## config.mk

```make
export PLATFORM = sky130hd
export DESIGN_NAME = acorn128_frame_loader_flat
export DESIGN_NICKNAME = d
export VERILOG_FILES = /design/src/rtl/acorn128_pkg.sv /design/src/rtl/acorn128_frame_loader_if.sv /design/src/rtl/acorn128_blk_ser.sv /design/src/rtl/acorn128_frame_loader.sv /design/src/flat_wrapper.sv
export SDC_FILE = /design/constraint.sdc
export NUM_CORES = 1
export LEC_CHECK = 0
export ABC_AREA = 1
export CORE_AREA = 2 2 401 403
export DETAILED_ROUTE_END_ITERATION = 10
export DIE_AREA = 0 0 403 405
export PLACE_DENSITY = 0.56
export SYNTH_ARGS = -nofsm -noshare
export SYNTH_HDL_FRONTEND = slang
export SYNTH_HIERARCHICAL = 1
export SYNTH_SLANG_ARGS = --single-unit
```

## constraint.sdc

```tcl
create_clock -name clk -period 7.47 [get_ports clk]
set_clock_uncertainty 0.1 [all_clocks]
set_input_delay 1.494 -clock clk [delete_from_list [all_inputs] [get_ports clk]]
set_output_delay 1.494 -clock clk [all_outputs]
set_load 0.01 [all_outputs]
```

## src/rtl/acorn128_pkg.sv

```systemverilog
// Shared types and constants for the ACORN-128 frame loader.
// ACORN_LOADER_TAGCHK_EN adds an expected-tag field to decrypt frames and a match word to the response.
package acorn128_pkg;

  typedef enum logic [2:0] {
    ST_IDLE  = 3'd0,
    ST_LOAD  = 3'd1,
    ST_CLR   = 3'd2,
    ST_START = 3'd3,
    ST_DRAIN = 3'd4
  } state_e;

  localparam int FRAME_WORDS    = 17;
  localparam int FRAME_WORDS_TC = 21;
  localparam int RESP_WORDS     = 8;

  localparam logic [31:0] ERR_TIMEOUT_WORD = 32'hDEAD_0001;

  // Index of the final word of a frame; the header is word 0.
  localparam logic [4:0] LAST_WORD_IDX    = 5'(FRAME_WORDS - 1);
  localparam logic [4:0] LAST_WORD_IDX_TC = 5'(FRAME_WORDS_TC - 1);

`ifdef ACORN_LOADER_TAGCHK_EN
  localparam int SER_WORDS = RESP_WORDS + 1;
`else
  localparam int SER_WORDS = RESP_WORDS;
`endif

endpackage

```

## src/rtl/acorn128_frame_loader_if.sv

```systemverilog
// Job-frame input stream and response output stream of the ACORN-128 frame loader.
interface acorn128_frame_loader_if;
  // Both streams: a word moves on a rising clock edge where valid & ready are both high;
  // the producer keeps data (and last) stable while valid is high and ready is low.
  logic [31:0] s_data;
  logic        s_valid;
  logic        s_ready;
  logic [31:0] m_data;
  logic        m_valid;
  logic        m_ready;
  logic        m_last;

  modport slave (
    input  s_data, s_valid, m_ready,
    output s_ready, m_data, m_valid, m_last
  );

  modport master (
    output s_data, s_valid, m_ready,
    input  s_ready, m_data, m_valid, m_last
  );
endinterface

```

## src/rtl/acorn128_blk_ser.sv

```systemverilog
// Wide-to-32-bit shift-out serializer: loads a left-aligned block and a word count,
// emits MS word first with valid/ready handshake and flags the final word.
module acorn128_blk_ser #(
  parameter int WORDS = 8
) (
  input  logic                  clk,
  input  logic                  rst_n,
  input  logic                  load,
  input  logic [WORDS*32-1:0]   load_data,
  input  logic [3:0]            load_words,
  input  logic                  m_ready,
  output logic [31:0]           m_data,
  output logic                  m_valid,
  output logic                  m_last,
  output logic                  done
);

  localparam int W = WORDS * 32;

  logic [W-1:0] sh_q, sh_d;
  logic [3:0]   cnt_q, cnt_d;
  logic         xfer;

  assign xfer = (cnt_q != 4'd0) && m_ready;

  always_comb begin
    sh_d  = sh_q;
    cnt_d = cnt_q;
    if (load) begin
      sh_d  = load_data;
      cnt_d = load_words;
    end else if (xfer) begin
      // Zero fill so m_data returns to 0 once the block has drained.
      sh_d  = {sh_q[W-33:0], 32'h0};
      cnt_d = cnt_q - 4'd1;
    end
  end

  always_ff @(posedge clk or negedge rst_n) begin
    if (!rst_n) begin
      sh_q  <= '0;
      cnt_q <= '0;
    end else begin
      sh_q  <= sh_d;
      cnt_q <= cnt_d;
    end
  end

  assign m_data  = sh_q[W-1 -: 32];
  assign m_valid = (cnt_q != 4'd0);
  assign m_last  = (cnt_q == 4'd1);
  assign done    = xfer && (cnt_q == 4'd1);

endmodule

```

## src/rtl/acorn128_frame_loader.sv

```systemverilog
// Front end for acorn128_top: assembles one job frame into core operands, runs the core
// with a timeout, and streams result+tag back. ACORN_LOADER_TAGCHK_EN enables decrypt tag checking.
module acorn128_frame_loader
  import acorn128_pkg::*;
#(
  parameter int TIMEOUT_CYC = 4096,
  parameter int CLR_CYC     = 2
) (
  input  logic                    clk,
  input  logic                    rst_n,
  acorn128_frame_loader_if.slave  bus,
  output logic                    busy,
  output logic                    err_timeout,
  output logic                    core_rst,
  output logic                    core_start,
  output logic                    core_encrypt,
  output logic [127:0]            core_key,
  output logic [127:0]            core_iv,
  output logic [127:0]            core_ad,
  output logic [127:0]            core_pt,
  output logic [127:0]            core_ct,
  output logic [63:0]             core_len,
  input  logic [127:0]            core_result,
  input  logic [127:0]            core_tag,
  input  logic                    core_ready,
  output state_e                  dbg_state
);

  localparam int CW    = $clog2(TIMEOUT_CYC + CLR_CYC + 1);
  localparam int SER_W = SER_WORDS * 32;
  localparam logic [CW-1:0] CLR_LAST = CW'(CLR_CYC - 1);
  localparam logic [CW-1:0] TMO_LAST = CW'(TIMEOUT_CYC - 1);

  state_e         state_q, state_d;
  logic [4:0]     cnt_q, cnt_d;
  logic [CW-1:0]  cyc_q, cyc_d;
  logic [31:0]    hdr_q, hdr_d;
  logic [127:0]   key_q, key_d;
  logic [127:0]   iv_q, iv_d;
  logic [127:0]   ad_q, ad_d;
  logic [127:0]   data_q, data_d;
  logic           err_q, err_d;
  logic           s_ready_q, s_ready_d;
  logic           core_rst_q, core_rst_d;
  logic           core_start_q, core_start_d;
  logic           busy_q, busy_d;

  logic           s_xfer;
  logic [4:0]     last_idx;
  logic           ser_load;
  logic [SER_W-1:0] ser_data;
  logic [3:0]     ser_words;
  logic           ser_done;

`ifdef ACORN_LOADER_TAGCHK_EN
  logic [127:0]   etag_q, etag_d;
  logic           tag_match;
  assign tag_match = (core_tag == etag_q);
  assign last_idx  = hdr_q[31] ? LAST_WORD_IDX : LAST_WORD_IDX_TC;
`else
  assign last_idx  = LAST_WORD_IDX;
`endif

  assign s_xfer = bus.s_valid && s_ready_q;

  always_comb begin
    state_d   = state_q;
    cnt_d     = cnt_q;
    cyc_d     = cyc_q;
    hdr_d     = hdr_q;
    key_d     = key_q;
    iv_d      = iv_q;
    ad_d      = ad_q;
    data_d    = data_q;
    err_d     = err_q;
    ser_load  = 1'b0;
    ser_data  = '0;
    ser_words = 4'd0;
`ifdef ACORN_LOADER_TAGCHK_EN
    etag_d    = etag_q;
`endif
    case (state_q)
      ST_IDLE: begin
        if (s_xfer) begin
          hdr_d   = bus.s_data;
          err_d   = 1'b0;
          cnt_d   = 5'd1;
          state_d = ST_LOAD;
        end
      end
      ST_LOAD: begin
        if (s_xfer) begin
          // Words 1-4 key, 5-8 IV, 9-12 AD, 13-16 data, 17-20 expected tag.
          if (cnt_q <= 5'd4)       key_d  = {key_q[95:0], bus.s_data};
          else if (cnt_q <= 5'd8)  iv_d   = {iv_q[95:0], bus.s_data};
          else if (cnt_q <= 5'd12) ad_d   = {ad_q[95:0], bus.s_data};
          else if (cnt_q <= 5'd16) data_d = {data_q[95:0], bus.s_data};
`ifdef ACORN_LOADER_TAGCHK_EN
          else                     etag_d = {etag_q[95:0], bus.s_data};
`endif
          if (cnt_q == last_idx) begin
            cyc_d   = '0;
            state_d = ST_CLR;
          end else begin
            cnt_d = cnt_q + 5'd1;
          end
        end
      end
      ST_CLR: begin
        if (cyc_q == CLR_LAST) begin
          cyc_d   = '0;
          state_d = ST_START;
        end else begin
          cyc_d = cyc_q + 1'b1;
        end
      end
      ST_START: begin
        if (core_ready) begin
          ser_load  = 1'b1;
`ifdef ACORN_LOADER_TAGCHK_EN
          if (hdr_q[31]) begin
            ser_data  = {core_result, core_tag, 32'h0};
            ser_words = 4'(RESP_WORDS);
          end else begin
            ser_data  = {core_result, core_tag, 31'h0, tag_match};
            ser_words = 4'(SER_WORDS);
          end
`else
          ser_data  = {core_result, core_tag};
          ser_words = 4'(RESP_WORDS);
`endif
          state_d = ST_DRAIN;
        end else if (cyc_q == TMO_LAST) begin
          err_d     = 1'b1;
          ser_load  = 1'b1;
          ser_data  = {ERR_TIMEOUT_WORD, {(SER_W-32){1'b0}}};
          ser_words = 4'd1;
          state_d   = ST_DRAIN;
        end else begin
          cyc_d = cyc_q + 1'b1;
        end
      end
      ST_DRAIN: begin
        if (ser_done) state_d = ST_IDLE;
      end
      default: state_d = ST_IDLE;
    endcase

    // Outputs are registered from the next state so they align with the state flop.
    s_ready_d    = (state_d == ST_IDLE) || (state_d == ST_LOAD);
    core_rst_d   = (state_d == ST_IDLE) || (state_d == ST_LOAD) || (state_d == ST_CLR);
    core_start_d = (state_d == ST_START);
    busy_d       = (state_d != ST_IDLE);
  end

  always_ff @(posedge clk or negedge rst_n) begin
    if (!rst_n) begin
      state_q      <= ST_IDLE;
      cnt_q        <= '0;
      cyc_q        <= '0;
      hdr_q        <= '0;
      key_q        <= '0;
      iv_q         <= '0;
      ad_q         <= '0;
      data_q       <= '0;
      err_q        <= 1'b0;
      s_ready_q    <= 1'b1;
      core_rst_q   <= 1'b1;
      core_start_q <= 1'b0;
      busy_q       <= 1'b0;
    end else begin
      state_q      <= state_d;
      cnt_q        <= cnt_d;
      cyc_q        <= cyc_d;
      hdr_q        <= hdr_d;
      key_q        <= key_d;
      iv_q         <= iv_d;
      ad_q         <= ad_d;
      data_q       <= data_d;
      err_q        <= err_d;
      s_ready_q    <= s_ready_d;
      core_rst_q   <= core_rst_d;
      core_start_q <= core_start_d;
      busy_q       <= busy_d;
    end
  end

`ifdef ACORN_LOADER_TAGCHK_EN
  always_ff @(posedge clk or negedge rst_n) begin
    if (!rst_n) etag_q <= '0;
    else        etag_q <= etag_d;
  end
`endif

  acorn128_blk_ser #(.WORDS(SER_WORDS)) u_ser (
    .clk        (clk),
    .rst_n      (rst_n),
    .load       (ser_load),
    .load_data  (ser_data),
    .load_words (ser_words),
    .m_ready    (bus.m_ready),
    .m_data     (bus.m_data),
    .m_valid    (bus.m_valid),
    .m_last     (bus.m_last),
    .done       (ser_done)
  );

  assign bus.s_ready   = s_ready_q;
  assign busy          = busy_q;
  assign err_timeout   = err_q;
  assign core_rst      = core_rst_q;
  assign core_start    = core_start_q;
  assign core_encrypt  = hdr_q[31];
  assign core_len      = {33'b0, hdr_q[30:0]};
  assign core_key      = key_q;
  assign core_iv       = iv_q;
  assign core_ad       = ad_q;
  assign core_pt       = data_q;
  assign core_ct       = data_q;
  assign dbg_state     = state_q;

endmodule
```

## src/flat_wrapper.sv

```systemverilog
// flat-port wrapper written by rule: the top's interface ports become plain ports
module acorn128_frame_loader_flat import acorn128_pkg::*;
#(
  parameter int TIMEOUT_CYC = 4096,
  parameter int CLR_CYC     = 2
)
  (clk, rst_n, busy, err_timeout, core_rst, core_start, core_encrypt, core_key, core_iv, core_ad, core_pt, core_ct, core_len, core_result, core_tag, core_ready, dbg_state, bus_s_data, bus_s_valid, bus_m_ready, bus_s_ready, bus_m_data, bus_m_valid, bus_m_last);
  acorn128_frame_loader_if bus_i ();
  input  logic clk;
  input  logic rst_n;
  output logic busy;
  output logic err_timeout;
  output logic core_rst;
  output logic core_start;
  output logic core_encrypt;
  output logic [127:0] core_key;
  output logic [127:0] core_iv;
  output logic [127:0] core_ad;
  output logic [127:0] core_pt;
  output logic [127:0] core_ct;
  output logic [63:0] core_len;
  input  logic [127:0] core_result;
  input  logic [127:0] core_tag;
  input  logic core_ready;
  output state_e dbg_state;
  input wire logic [$bits(bus_i.s_data)-1:0] bus_s_data;
  input wire logic [$bits(bus_i.s_valid)-1:0] bus_s_valid;
  input wire logic [$bits(bus_i.m_ready)-1:0] bus_m_ready;
  output wire logic [$bits(bus_i.s_ready)-1:0] bus_s_ready;
  output wire logic [$bits(bus_i.m_data)-1:0] bus_m_data;
  output wire logic [$bits(bus_i.m_valid)-1:0] bus_m_valid;
  output wire logic [$bits(bus_i.m_last)-1:0] bus_m_last;
  assign bus_i.s_data = bus_s_data;
  assign bus_i.s_valid = bus_s_valid;
  assign bus_i.m_ready = bus_m_ready;
  assign bus_s_ready = bus_i.s_ready;
  assign bus_m_data = bus_i.m_data;
  assign bus_m_valid = bus_i.m_valid;
  assign bus_m_last = bus_i.m_last;
  acorn128_frame_loader #(.TIMEOUT_CYC(TIMEOUT_CYC), .CLR_CYC(CLR_CYC)) u_core (.clk(clk), .rst_n(rst_n), .bus(bus_i), .busy(busy), .err_timeout(err_timeout), .core_rst(core_rst), .core_start(core_start), .core_encrypt(core_encrypt), .core_key(core_key), .core_iv(core_iv), .core_ad(core_ad), .core_pt(core_pt), .core_ct(core_ct), .core_len(core_len), .core_result(core_result), .core_tag(core_tag), .core_ready(core_ready), .dbg_state(dbg_state));
endmodule
```

run_1/class_map.png
Scale: 1 px per um.
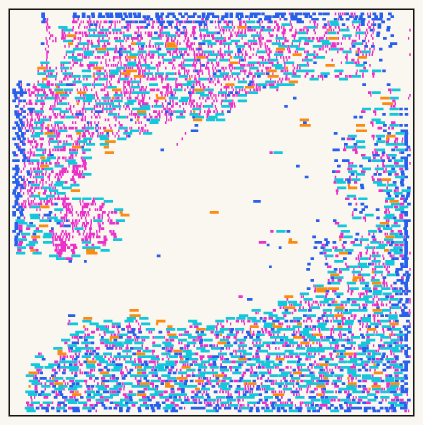
| class | colour | cells | share of their area |
|---|---|---|---|
| clock drivers and dummy loads | orange | 174 | 6.6% |
| remaining buffers and delay cells | blue | 1041 | 21% |
| registers | cyan | 830 | 42% |
| remaining logic cells | magenta | 3604 | 31% |
fin util: 32.99%
core area: 159300 sq um
# rows: 147

run_1/clock_nets.png
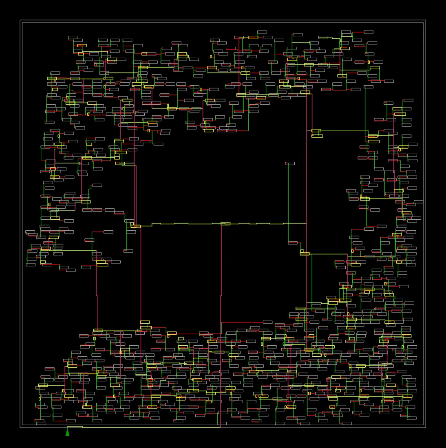
clkbuf count: 145
Flops: 830
Clock Latency Late Sink: 750 ps

run_1/util_map.png
Scale: 1 px per um. The die is cut into 20 by 20 equal tiles; black is low, pale yellow is high, 0 to 100% covered.
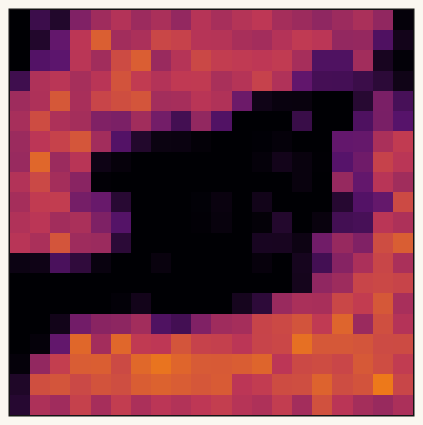
mean over tiles: 31%
emptiest ninth of the die: centre
nearly empty tiles: 24%
densest ninth of the die: south-east
fullest tile: 70%

==> results.json, run 1 <==
{
  "first_iter_violations": 3355,
  "lay_top_cells": "nand2_1, clkdlybuf4s50_1, dfrtp_1",
  "fin_crit_ps": 4380,
  "gp_congestion": 0.9168,
  "htree_num_levels": 3,
  "power_leader": "sequential cells",
  "cp_top_family": "simple AND/OR/NAND/NOR gates",
  "yosysUniqueCellTypes": 34,
  "p_sw_mw": 6.478,
  "numClockSinks": 830,
  "arrival_ps": 4910,
  "cts-buffers-inserted": 98,
  "fmaxAchievable_mhz": 228.3,
  "die_w_um": 403,
  "vdd_drop_max_v": 0.0002272,
  "routed_wirelength_um": 179200,
  "crit_top_cell": "nand2_1",
  "drv_cap": 0,
  "ys_cells": 4915,
  "async_flop_share_pct": 100.0,
  "worstPathMaxFanout": 83,
  "syn_inst": 4915,
  "grtUsageMet1_pct": 27.18,
  "largest_reg_flops": 256,
  "routed_via_density": 4.574,
  "syn_to_final_growth_pct": 35.36,
  "avgSynthCellArea_sq_um": 7.899,
  "drive_above_1_share_pct": 5.187,
  "hold_viol": 0,
  "critPathBufInv": 3,
  "grt_usage_pct": 21.03,
  "r2r_cells": 12,
  "top_layer": "met4",
  "warnings": 56,
  "num-nonclk-buffers": 1041,
  "comb_cells": 3421,
  "antenna_found_initial": 24,
  "ys_sh_simple_pct": 30.67,
  "crit_chain": "buf_6, nand2_1, nand2_4, inv_8, nand2_4, buf_12, nand2_1, nand2_1",
  "grtUsageMet2_pct": 33.98,
  "cp-start-kind": "input pin",
  "setup_violations": 0,
  "diodes": 13,
  "fp_util_pct": 24.38,
  "pre_cts_ws_ps": 2474,
  "slowest_delay_ps": 860,
  "portBuffers": 1006,
  "cts_hold_buf": 0,
  "ys_ff": 830,
  "die_h_um": 405,
  "dpl-instance-area_sq_um": 49220,
  "ys_sh_aoi_pct": 4.019,
  "cts_tree": "done",
  "yosys.area_share.xor_xnor_pct": 0.1128,
  "dp_hpwl_um": 132300,
  "swShare_pct": 37.02,
  "grt_max_degree": 257,
  "chip_area_sq_um": 163200,
  "power_mw": 17.50,
  "clockBufferDepth": 3,
  "tightestPinTransition_ps": 1201,
  "power_frac_clock_pct": 28.1,
  "regMostFlops": "u_core/u_ser/sh_q",
  "clk-power_mw": 4.92,
  "crit_start": "core_ready",
  "pg_comb_mw": 6.02,
  "slowest_stage": "nand2_4",
  "setup.worst_path.end": "u_core/u_ser/sh_q[236]$_DFFE_PN0P_",
  "status": "completed",
  "whs_path_depth": 2,
  "global_route.usage.met3_pct": 3.813,
  "wl_met1_um": 73430,
  "ff_type": "dfrtp_1",
  "clock_area_share_pct": 6.273,
  "firstDrtPassIters": 6,
  "ys_sh_adder_pct": 0.1934,
  "syn_area_sq_um": 38830,
  "root_buffer": "clkbuf_16",
  "top_logic_kind": "simple AND/OR/NAND/NOR gates",
  "internal_power_mw": 11.02,
  "timing.hold.ws_ps": 372.9,
  "layout_top_cell": "nand2_1",
  "synth.most_common_cell": "nand2_1",
  "grt_remaining_overflow": 0,
  "pg_seq_mw": 6.55,
  "drcViolationCount": 0,
  "p_per_area_nw_per_um2": 332.9,
  "top_cells_by_count": "nand2_1, dfrtp_1, nand3_1, nor2_1, o21ai_0",
  "slew_headroom_pct": 19.92,
  "slew_viol_final": 0,
  "wl_met3_um": 12110
}
==> run 1: worst min-delay path by stage <==
stage | startpoint | to | slack, ps
after global placement | u_core/core_ad[106]$_DFFE_PN0P_ | u_core/core_ad[106]$_DFFE_PN0P_ | 360
after CTS | u_core/core_ad[122]$_DFFE_PN0P_ | u_core/core_ad[122]$_DFFE_PN0P_ | 370
after detailed placement | u_core/core_ad[119]$_DFFE_PN0P_ | u_core/core_ad[119]$_DFFE_PN0P_ | 360
final | u_core/core_ad[122]$_DFFE_PN0P_ | u_core/core_ad[122]$_DFFE_PN0P_ | 370
after global routing | u_core/core_ad[102]$_DFFE_PN0P_ | u_core/core_ad[102]$_DFFE_PN0P_ | 400
after floorplan | u_core/u_ser/sh_q[0]$_DFFE_PN0P_ | u_core/u_ser/sh_q[0]$_DFFE_PN0P_ | 370
run_1/pinout.png
Scale: 1 px per um. Pins as bars across the die edge, other pins in grey.
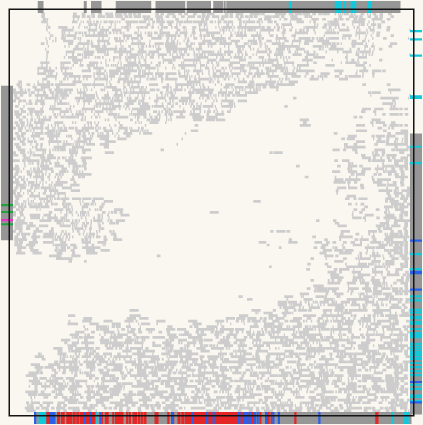

==> run 1 -> run 2 <==
--- a/config.mk
+++ b/config.mk
@@ -9,7 +9,7 @@
 export CORE_AREA = 2 2 401 403
 export DETAILED_ROUTE_END_ITERATION = 10
 export DIE_AREA = 0 0 403 405
-export PLACE_DENSITY = 0.56
+export PLACE_DENSITY = 0.58
 export SYNTH_ARGS = -nofsm -noshare
 export SYNTH_HDL_FRONTEND = slang
 export SYNTH_HIERARCHICAL = 1
==> constraint.sdc (replaced) <==
create_clock -name clk -period 3.95 [get_ports clk]
set_clock_uncertainty 0.1 [all_clocks]
set_input_delay 0.79 -clock clk [delete_from_list [all_inputs] [get_ports clk]]
set_output_delay 0.79 -clock clk [all_outputs]
set_load 0.01 [all_outputs]
run_2/pinout.png
Scale: 1 px per um. Pins as bars across the die edge, other pins in grey.
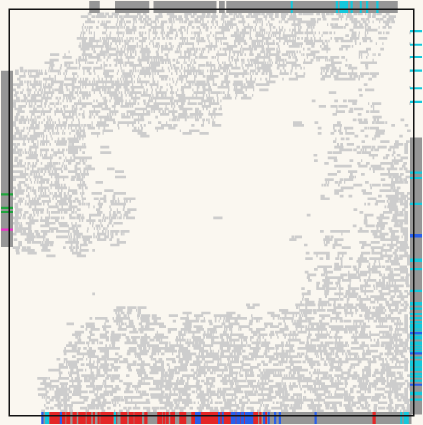
| port | colour | pins | direction | edge |
|---|---|---|---|---|
| `bus_s_ready` | magenta | 1 | output | west |
| `core_len` | cyan | 64 | output | 44 east, 11 north, 9 south |
| `dbg_state` | green | 3 | output | west |
| `bus_s_data` | blue | 32 | input | 27 south, 5 east |
| `core_iv` | red | 128 | output | south |
all pins by edge: 401 south, 301 north, 209 east, 129 west

run_2/util_map.png
Scale: 1 px per um. The die is cut into 20 by 20 equal tiles; black is low, pale yellow is high, 0 to 100% covered.
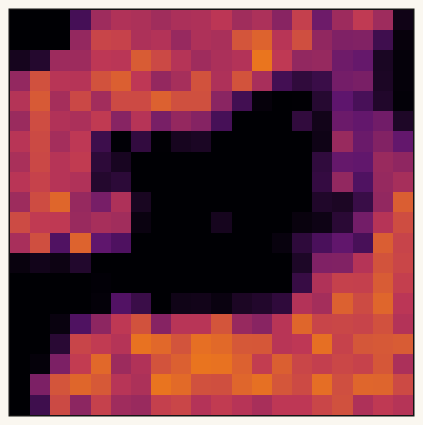
nearly empty tiles: 25%
mean over tiles: 31%
emptiest ninth of the die: centre
densest ninth of the die: south-east
fullest tile: 68%
Initial Utilization: 24.38%
fin util: 33.32%

run_2/clock_nets.png
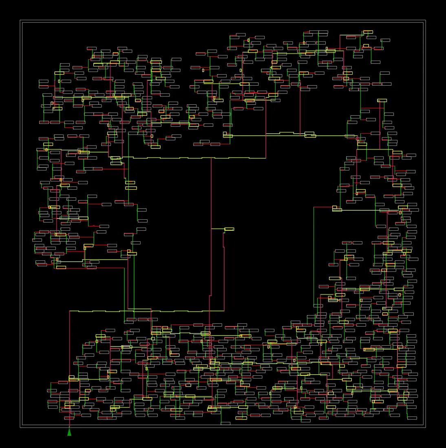
Clock group: 9.34 mW
clock tree sinks: 830
CTS Buf Count: 97

==> run 2 against run 1 <==
Net effect:
- worst setup slack got worse by 2400 ps
- synthesized area unchanged
- critical path depth decreased by 4
- critical path type is now flip-flop to output pin
- sequential cell count did not move
- non-clock buffer count increased by 42
- clock power up about 90%
- power rose by 91%
- final area grew 0.98%
- routed wire length increased by 0.75%
- cell count up 0.54%
- first-iteration DRC count grew 3.9%
- highest routed layer is now met5
==> results.json, run 2 <==
{
  "clk_latency_ps": 740,
  "cts_hold_buf": 1,
  "fin_tns_setup_ps": 0,
  "status": "completed",
  "avgSynthCellArea_sq_um": 7.899,
  "hold_viol": 0,
  "yosys.area_share.xor_xnor_pct": 0.1128,
  "slew_headroom_pct": 20.60,
  "lay_top_cells": "nand2_1, clkdlybuf4s50_1, dfrtp_1",
  "setup.worst_path.end": "bus_m_last",
  "required_ps": 3060,
  "p_per_area_nw_per_um2": 631.1,
  "die_h_um": 405,
  "min_to": "u_core/core_ad[108]$_DFFE_PN0P_",
  "first_iter_violations": 3485,
  "vdd_drop_max_v": 0.0003799,
  "grtUsageMet2_pct": 34.39,
  "min_path_type": "flip-flop to flip-flop",
  "firstDrtPassIters": 6,
  "clockBufferDepth": 3,
  "ff_type": "dfrtp_1",
  "setup_violations": 0,
  "antenna_found_initial": 21,
  "top_cells_by_count": "nand2_1, dfrtp_1, nand3_1, nor2_1, o21ai_0",
  "arrival_ps": 2400,
  "chip_area_sq_um": 163200,
  "worstPathMaxFanout": 3,
  "yosysUniqueCellTypes": 34,
  "r2r_cells": 13,
  "grt_remaining_overflow": 0,
  "tightestPinTransition_ps": 1191,
  "synth.most_common_cell": "nand2_1",
  "core_sq_um": 159300,
  "timing.hold.ws_ps": 374.6,
  "wl_met3_um": 12470,
  "ys_sh_aoi_pct": 4.019,
  "power_mw": 33.49,
  "global_route.usage.met3_pct": 4.196,
  "routed_wirelength_um": 180500,
  "ys_sh_adder_pct": 0.1934,
  "async_flop_share_pct": 100.0,
  "whs_path_depth": 2,
  "top_cells_by_area": "dfrtp_1, nand2_1, nand3_1",
  "die_w_um": 403,
  "drcViolationCount": 0,
  "syn_area_sq_um": 38830,
  "gp_congestion": 0.9447,
  "largest_reg_flops": 256,
  "std_cell_rows": 147,
  "top_layer": "met5",
  "drv_cap": 0,
  "routed_via_density": 4.553,
  "cts_tree": "done",
  "cp-start-kind": "flip-flop",
  "crit_start": "u_core/u_ser/cnt_q[1]$_DFFE_PN0P_",
  "ys_ff": 830,
  "grt_usage_pct": 21.23,
  "regMostFlops": "u_core/u_ser/sh_q",
  "root_buffer": "clkbuf_16",
  "syn_inst": 4915,
  "dpl-instance-area_sq_um": 49750,
  "layout_top_cell": "nand2_1",
  "syn_to_final_growth_pct": 36.69,
  "top_logic_kind": "simple AND/OR/NAND/NOR gates",
  "htree_num_levels": 3,
  "ys_sh_simple_pct": 30.67,
  "wl_met1_um": 73570,
  "grt_max_degree": 192,
  "fmaxAchievable_mhz": 304.2,
  "fin_crit_ps": 3287,
  "portBuffers": 1006,
  "warnings": 50,
  "ys_cells": 4915,
  "dp_hpwl_um": 136300
}
==> run 2: cell counts after synthesis <==
Identical to the previous run, type by type.
==> run 2: layout make-up <==
class,instances,area share [%]
Antenna cell,7,0.03301
Clock buffer,147,5.305
Clock inverter,33,0.9077
Inverter,183,1.318
Multi-Input combinational cell,3421,27.68
Sequential cell,830,39.14
Tap cell,2086,4.918
Timing Repair Buffer,1083,20.69
==> run 2: power breakdown <==
group,switching [mW],total [mW],internal [mW],leakage [nW]
Sequential,2.01,12.4,10.4,11.1
Clock,3.97,9.34,5.36,1.59
Combinational,6.50,11.7,5.22,13.2
Total,12.5,33.5,21.0,25.9
==> run 2: worst max-delay path: stages (launching register included) <==
cell and delay (ps):
dfrtp_1 390, inv_1 80, ha_1 130, nor3b_1 470
clkdlybuf4s50_1 640
No activity file was given, so power comes from the tool's default toggle rates.
